<file path="src/rtl/zion_basic_circuit_lib_line_serializer.sv">
// Serializes one wide line into a run of words starting at iStart, wrapping modulo WORD_NUM.
// Latency: first word valid the cycle after accept; one word per cycle while iRdy is high.
// Backpressure: iRdy=0 holds oDat/oIdx/oLast. ZION_LINE_SERIALIZER_PREFETCH_EN lets the next line load on the last beat.
module zion_basic_circuit_lib_line_serializer #(
    parameter  int WIDTH_LINE = 256,
    parameter  int WIDTH_WORD = 32,
    localparam int WORD_NUM   = WIDTH_LINE / WIDTH_WORD,
    localparam int WIDTH_IDX  = $clog2(WORD_NUM)
) (
    input  logic                  clk,
    input  logic                  rst_n,
    input  logic                  iClr,
    input  logic                  iVld,
    output logic                  oRdy,
    input  logic [WIDTH_LINE-1:0] iLine,
    input  logic [WIDTH_IDX-1:0]  iStart,
    input  logic [WIDTH_IDX:0]    iLen,
    output logic                  oVld,
    input  logic                  iRdy,
    output logic [WIDTH_WORD-1:0] oDat,
    output logic [WIDTH_IDX-1:0]  oIdx,
    output logic                  oLast
);

    localparam logic [WIDTH_IDX:0] LP_WORD_NUM = (WIDTH_IDX+1)'(WORD_NUM);
    localparam logic [WIDTH_IDX:0] LP_ONE      = (WIDTH_IDX+1)'(1);
    localparam logic [WIDTH_IDX:0] LP_TWO      = (WIDTH_IDX+1)'(2);

    typedef enum logic {
        IDLE = 1'b0,
        BUSY = 1'b1
    } state_t;

    state_t                r_state, w_state_nxt;
    logic [WIDTH_LINE-1:0] r_line,  w_line_nxt;
    logic [WIDTH_IDX-1:0]  r_idx,   w_idx_nxt;
    logic [WIDTH_IDX:0]    r_rem,   w_rem_nxt;
    logic [WIDTH_WORD-1:0] r_dat,   w_dat_nxt;
    logic                  r_last,  w_last_nxt;

    logic                  w_acc;
    logic                  w_beat;
    logic [WIDTH_IDX:0]    w_len;
    logic [WIDTH_IDX-1:0]  w_idx_inc;

    assign oVld  = (r_state == BUSY);
    assign oDat  = r_dat;
    assign oIdx  = r_idx;
    assign oLast = r_last;

    always_comb begin
        oRdy = (r_state == IDLE);
`ifdef ZION_LINE_SERIALIZER_PREFETCH_EN
        // The next line may only slip in on the beat that retires the current one.
        if (r_state == BUSY) oRdy = r_last && iRdy;
`endif
    end

    assign w_acc     = iVld && oRdy;
    assign w_beat    = oVld && iRdy;
    assign w_len     = (iLen > LP_WORD_NUM) ? LP_WORD_NUM : iLen;
    assign w_idx_inc = r_idx + 1'b1;

    always_comb begin
        w_state_nxt = r_state;
        w_line_nxt  = r_line;
        w_idx_nxt   = r_idx;
        w_rem_nxt   = r_rem;
        w_dat_nxt   = r_dat;
        w_last_nxt  = r_last;
        if (iClr) begin
            w_state_nxt = IDLE;
            w_idx_nxt   = '0;
            w_rem_nxt   = '0;
            w_dat_nxt   = '0;
            w_last_nxt  = 1'b0;
        end else if (w_acc) begin
            // In prefetch mode an accept in BUSY coincides with the last beat, so loading wins.
            w_line_nxt  = iLine;
            w_idx_nxt   = iStart;
            w_rem_nxt   = w_len;
            w_dat_nxt   = iLine[iStart*WIDTH_WORD +: WIDTH_WORD];
            w_last_nxt  = (w_len == LP_ONE);
            w_state_nxt = (w_len == '0) ? IDLE : BUSY;
        end else if (w_beat) begin
            if (r_last) begin
                w_state_nxt = IDLE;
            end else begin
                w_idx_nxt  = w_idx_inc;
                w_rem_nxt  = r_rem - LP_ONE;
                w_dat_nxt  = r_line[w_idx_inc*WIDTH_WORD +: WIDTH_WORD];
                w_last_nxt = (r_rem == LP_TWO);
            end
        end
    end

    always_ff @(posedge clk or negedge rst_n) begin
        if (!rst_n) begin
            r_state <= IDLE;
            r_line  <= '0;
            r_idx   <= '0;
            r_rem   <= '0;
            r_dat   <= '0;
            r_last  <= 1'b0;
        end else begin
            r_state <= w_state_nxt;
            r_line  <= w_line_nxt;
            r_idx   <= w_idx_nxt;
            r_rem   <= w_rem_nxt;
            r_dat   <= w_dat_nxt;
            r_last  <= w_last_nxt;
        end
    end

endmodule

</file>
<file path="config.mk">
export PLATFORM = sky130hd
export DESIGN_NAME = zion_basic_circuit_lib_line_serializer
export DESIGN_NICKNAME = d
export VERILOG_FILES = /design/src/rtl/zion_basic_circuit_lib_line_serializer.sv
export SDC_FILE = /design/constraint.sdc
export NUM_CORES = 1
export LEC_CHECK = 0
export CAP_MARGIN = 20
export CORE_UTILIZATION = 52
export DETAILED_ROUTE_END_ITERATION = 8
export GPL_TIMING_DRIVEN = 0
export HOLD_SLACK_MARGIN = 0.12
export PLACE_DENSITY_LB_ADDON = 0.12
export SLEW_MARGIN = 10
export SYNTH_ARGS = -nofsm -noshare
export SYNTH_HDL_FRONTEND = slang
export SYNTH_SLANG_ARGS = --single-unit
export TNS_END_PERCENT = 10
</file>
<file path="constraint.sdc">
create_clock -name clk -period 3 [get_ports clk]
set_clock_uncertainty 0.2 [all_clocks]
set_input_delay 0.45 -clock clk [delete_from_list [all_inputs] [get_ports clk]]
set_output_delay 0.45 -clock clk [all_outputs]
set_load 0.01 [all_outputs]
</file>
==> job_summary.md, run 1 <==
### Flow metrics

| Metric | Value |
|---|---|
| Status | `complete, no violations` |
| Critical R2R Launch | `oIdx[0]` |
| Yosys Instances | `1510` |
| YS warnings | `0` |
| DRT iter0 DRCs | `between 1500 and 2000` |
| P_leak | `9.15 nW` |
| CTS root buf | `clkbuf_16` |
| GRT overflow | `0` |
| Setup bufs post-CTS | `0` |
| Num CTS Buffers | `34` |
| CTS Hold Bufs | `1` |
| Mapped Avg Cell Area | `9.97 um^2` |
| Logic cell area | `between 7000 and 8000 um^2` |
| Top sig layer | `met4` |
| Cell type with the largest total area | `dfrtp_1` |
| Synthesis-to-finish area growth | `31.5%` |
| Synth Cell Area | `15000 um^2` |
| Non-clock inverter count | `3` |
| Synth Area in Simple Gates | `21.7%` |
| First-pass detailed-route iteration total | `5` |
| # Max-Cap Violations | `0` |
| Worst R2R Path Depth | `6` |
| Final ANT Viol Nets | `0` |
| Max transition margin | `15.5%` |
| WL met3 | `just under 7000 um` |
| Dominant flop cell | `dfrtp_1` |
| Final worst slack | `0.0625 ns` |
| Tightest Pin Transition | `1.26 ns` |
| Fin. Hold Viols | `0` |
| Comb area share | `about 36%` |
| Final Max Slew Viols | `0` |
| TAP cells | `378` |
| Routability congestion estimate | `0.891` |
| Asr flop ratio synth | `100%` |
| Comb gates | `1101` |
| Total power | `12.8 mW` |
| Req. time, crit path | `3.15 ns` |
| Post-Syn Instances | `roughly 1500` |
| Unrepaired setup endpoints after global routing | `no` |
| Most frequent logic cell in the layout | `nand2_1` |
| Post-synth EDFFs | `0` |
| Xor+xnor area frac | `less than 1%` |
| Final setup fails | `0` |
| Final nets | `2123` |
run 1: worst max-delay path: stages, from the launching register on:
cell and delay [ns]:
dfrtp_1 0.45, ha_1 0.37, buf_2 0.31, clkbuf_1 0.72, mux4_2 0.42, a22oi_1 0.19
a31oi_1 0.11
run 1: where the power goes:
group / total (mW) / internal (mW) / switching, mW
logic: 3.26 / 1.60 / 1.66
registers: 5.29 / 4.80 / 0.488
clock network: 4.29 / 2.59 / 1.70
total: 12.8 / 8.99 / 3.85
run 1: state kept, by name, summed over array words and instances, names as in the netlist:
name / cells
r_line: 256
oDat: 32
r_rem: 4
oIdx: 3
oLast: 1
oVld: 1
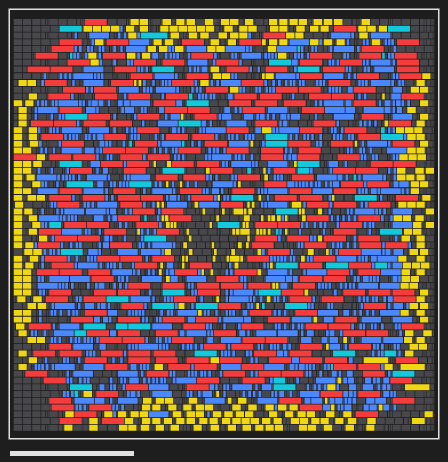
(run_1/class_map.png)
The bar under the picture is 50 um long. Fill, decap, tap and diode cells in grey.
cyan -> clock drivers and dummy loads  # cells 60, share of their area 5.9%
yellow -> remaining buffers and delay cells  # cells 415, share of their area 19%
blue -> remaining logic cells  # cells 1104, share of their area 37%
red -> registers  # cells 297, share of their area 38%
post-route cell area: 19800 um^2
row count: 61

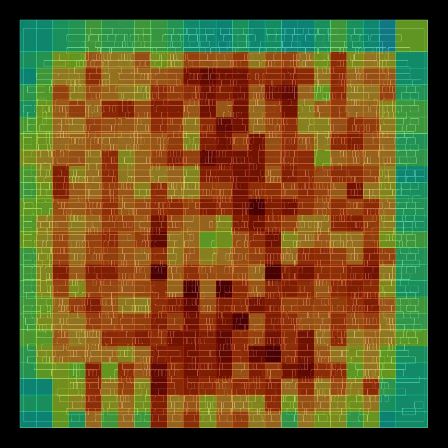
(run_1/congestion_map.png)
met3 capacity usage during global routing: 8.93%
GRT Resource Usage Total: 38.6%
GR peak layer: met2

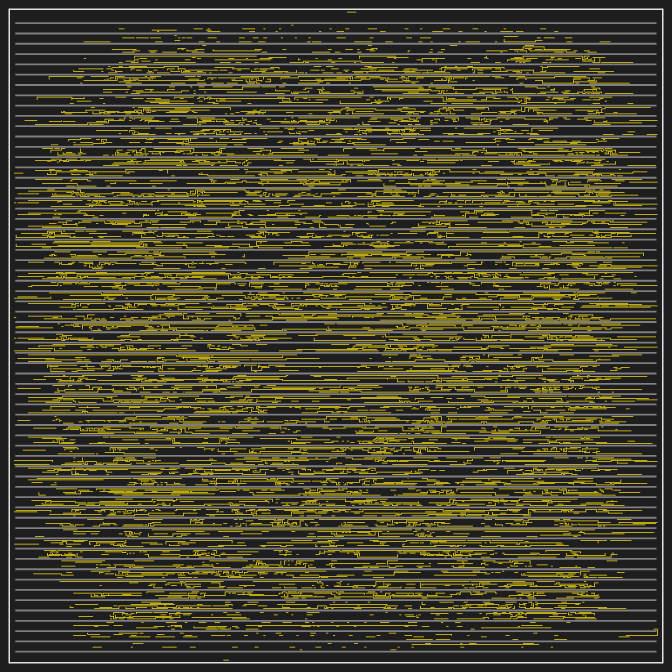
(run_1/m1.png)
Supply wires on this layer in grey.
nets with wire on the layer = 1899
main direction = horizontal
share of all routed wire = 36%
longest straight run = 52.4 um
met1 track demand over resource: 50.8%
Via Count: 13900

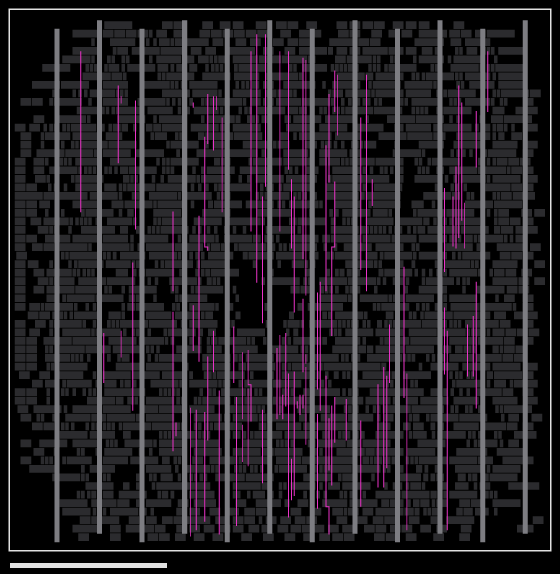
(run_1/m4.png)
The bar under the picture is 50 um long. Supply wires on this layer in grey.
nets with wire on the layer = 71
main direction = vertical
longest straight run = 78.9 um
final WL: 55400 um

==> inputs of run 2 (changes only) <==
==> constraint.sdc (replaced) <==
create_clock -name clk -period 3.2 [get_ports clk]
set_clock_uncertainty 0.2 [all_clocks]
set_input_delay 0.48 -clock clk [delete_from_list [all_inputs] [get_ports clk]]
set_output_delay 0.48 -clock clk [all_outputs]
set_load 0.01 [all_outputs]
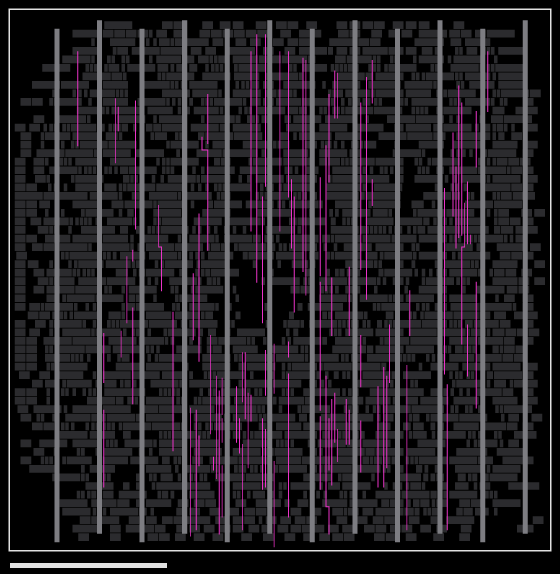
(run_2/m4.png)
The bar under the picture is 50 um long. Supply wires on this layer in grey.
wire length on this layer = 2590 um
nets with wire on the layer = 71
share of all routed wire = 4.7%
longest straight run = 78.9 um
final WL: 55500 um
Via Count: 13900

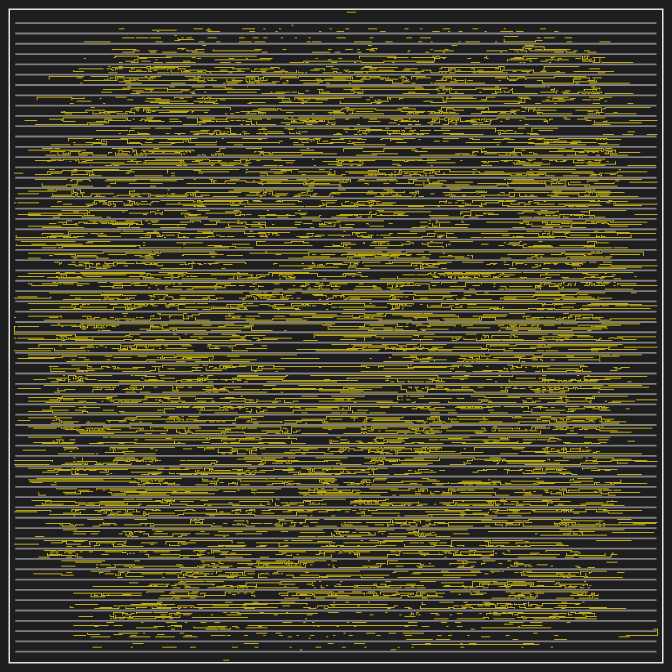
(run_2/m1.png)
Supply wires on this layer in grey.
longest straight run = 45.1 um
share of all routed wire = 37%
wire length on this layer = 20.4 mm
main direction = horizontal

==> job_summary.md, run 2 <==
### Flow metrics

| Metric | Value |
|---|---|
| Gate power share | `25.4% (about the same)` |
| Post-synth EDFFs | `0 (unchanged)` |
| Setup bufs post-CTS | `0 (unchanged)` |
| Xor+xnor area frac | `0.116% (unchanged)` |
| YS warnings | `0 (unchanged)` |
| Most frequent logic cell in the layout | `nand2_1` |
| P_int | `8.43 mW (-6.3%)` |
| Final nets | `2123 (unchanged)` |
| Final ANT Viol Nets | `0 (unchanged)` |
| Dominant flop cell | `dfrtp_1` |
| WL met3 | `6500 um (-4.8%)` |
| Crit-path max cell delay | `0.77 ns (+0.05 ns)` |
| Mapped Avg Cell Area | `9.97 um^2 (unchanged)` |
| Synthesis-to-finish area growth | `31.5% (about the same)` |
| Yosys Instances | `1510 (unchanged)` |
| Max reg flops | `256 (unchanged)` |
| CTS Hold Bufs | `1 (unchanged)` |
| Critical R2R Launch | `oIdx[0]` |
| Req. time, crit path | `3.35 ns (+0.20 ns)` |
| Status | `complete, no violations` |
| Switch Pwr | `3.61 mW (-6.1%)` |
| Top Consumer | `registers` |
| Final setup fails | `0 (unchanged)` |
| First-pass detailed-route iteration total | `6 (+1)` |
| Max transition margin | `19.3% (+3.8 points)` |
| GR peak layer | `met2` |
| Cell type with the largest total area | `dfrtp_1` |
| Num CTS Buffers | `34 (unchanged)` |
| Net Sw Frac | `30.0% (+0.042 points)` |
| Die X | `172 um` |
| Clock Power Share | `33.4% (about the same)` |
| Peak VDD IR | `0.327 mV` |
| Register share of total power | `41.2% (about the same)` |
| Seq group | `4.96 mW (-6.2%)` |
| Post-Syn Instances | `1510 (unchanged)` |
| Buf/Inv on CP | `2 (unchanged)` |
| DRT iter0 DRCs | `1903 (+9.5%)` |
| Row count | `61 (unchanged)` |
| Total power | `12.0 mW (-6.2%)` |
| Post-route cell area | `19800 um^2 (about the same)` |
| Tightest Pin Transition | `1.21 ns (-0.0568 ns)` |
| Met3 capacity usage during global routing | `8.93% (unchanged)` |
| Synth Cell Area | `15000 um^2 (unchanged)` |
| CP Depth | `6 (unchanged)` |
| GRT Resource Usage Total | `38.6% (unchanged)` |
| Met1 track demand over resource | `50.8% (unchanged)` |
| Fin. Hold Viols | `0 (unchanged)` |
| Asr flop ratio synth | `100% (unchanged)` |
| Final worst slack | `0.124 ns (+0.0619 ns)` |
| # Max-Cap Violations | `0 (unchanged)` |
| GRT overflow | `0 (unchanged)` |
| Delay-heaviest family, CP | `buffers and inverters` |
| Power Dens Cells | `609 nW/um^2` |
| Top reg by flops | `r_line` |
| Synth Area in Simple Gates | `21.7% (unchanged)` |
run 2: worst min path at each step:
| stage | start | to | slack, ns |
|---|---|---|---|
| 2_1_floorplan | rst_n | oDat[0] | -0.02 |
| 3_3_place_gp | r_line[101] | r_line[101] | 0.25 |
| 4_1_cts | r_line[116] | r_line[116] | 0.27 |
| 6_report | r_line[207] | r_line[207] | 0.27 |
| 5_1_grt | r_line[212] | r_line[212] | 0.29 |
| 3_5_place_dp | rst_n | r_rem[0] | 0.24 |
run 2: layout make-up:
type,count,area [um^2]
Fill cell,2165,8310
Sequential cell,297,7430
Multi-Input combinational cell,1101,7100
Timing Repair Buffer,306,3120
Clock buffer,54,1060
Buffer,109,500
Tap cell,378,473
Clock inverter,6,80.1
Inverter,3,11.3
Power figures rest on the tool's default switching activity, not on a simulated workload.
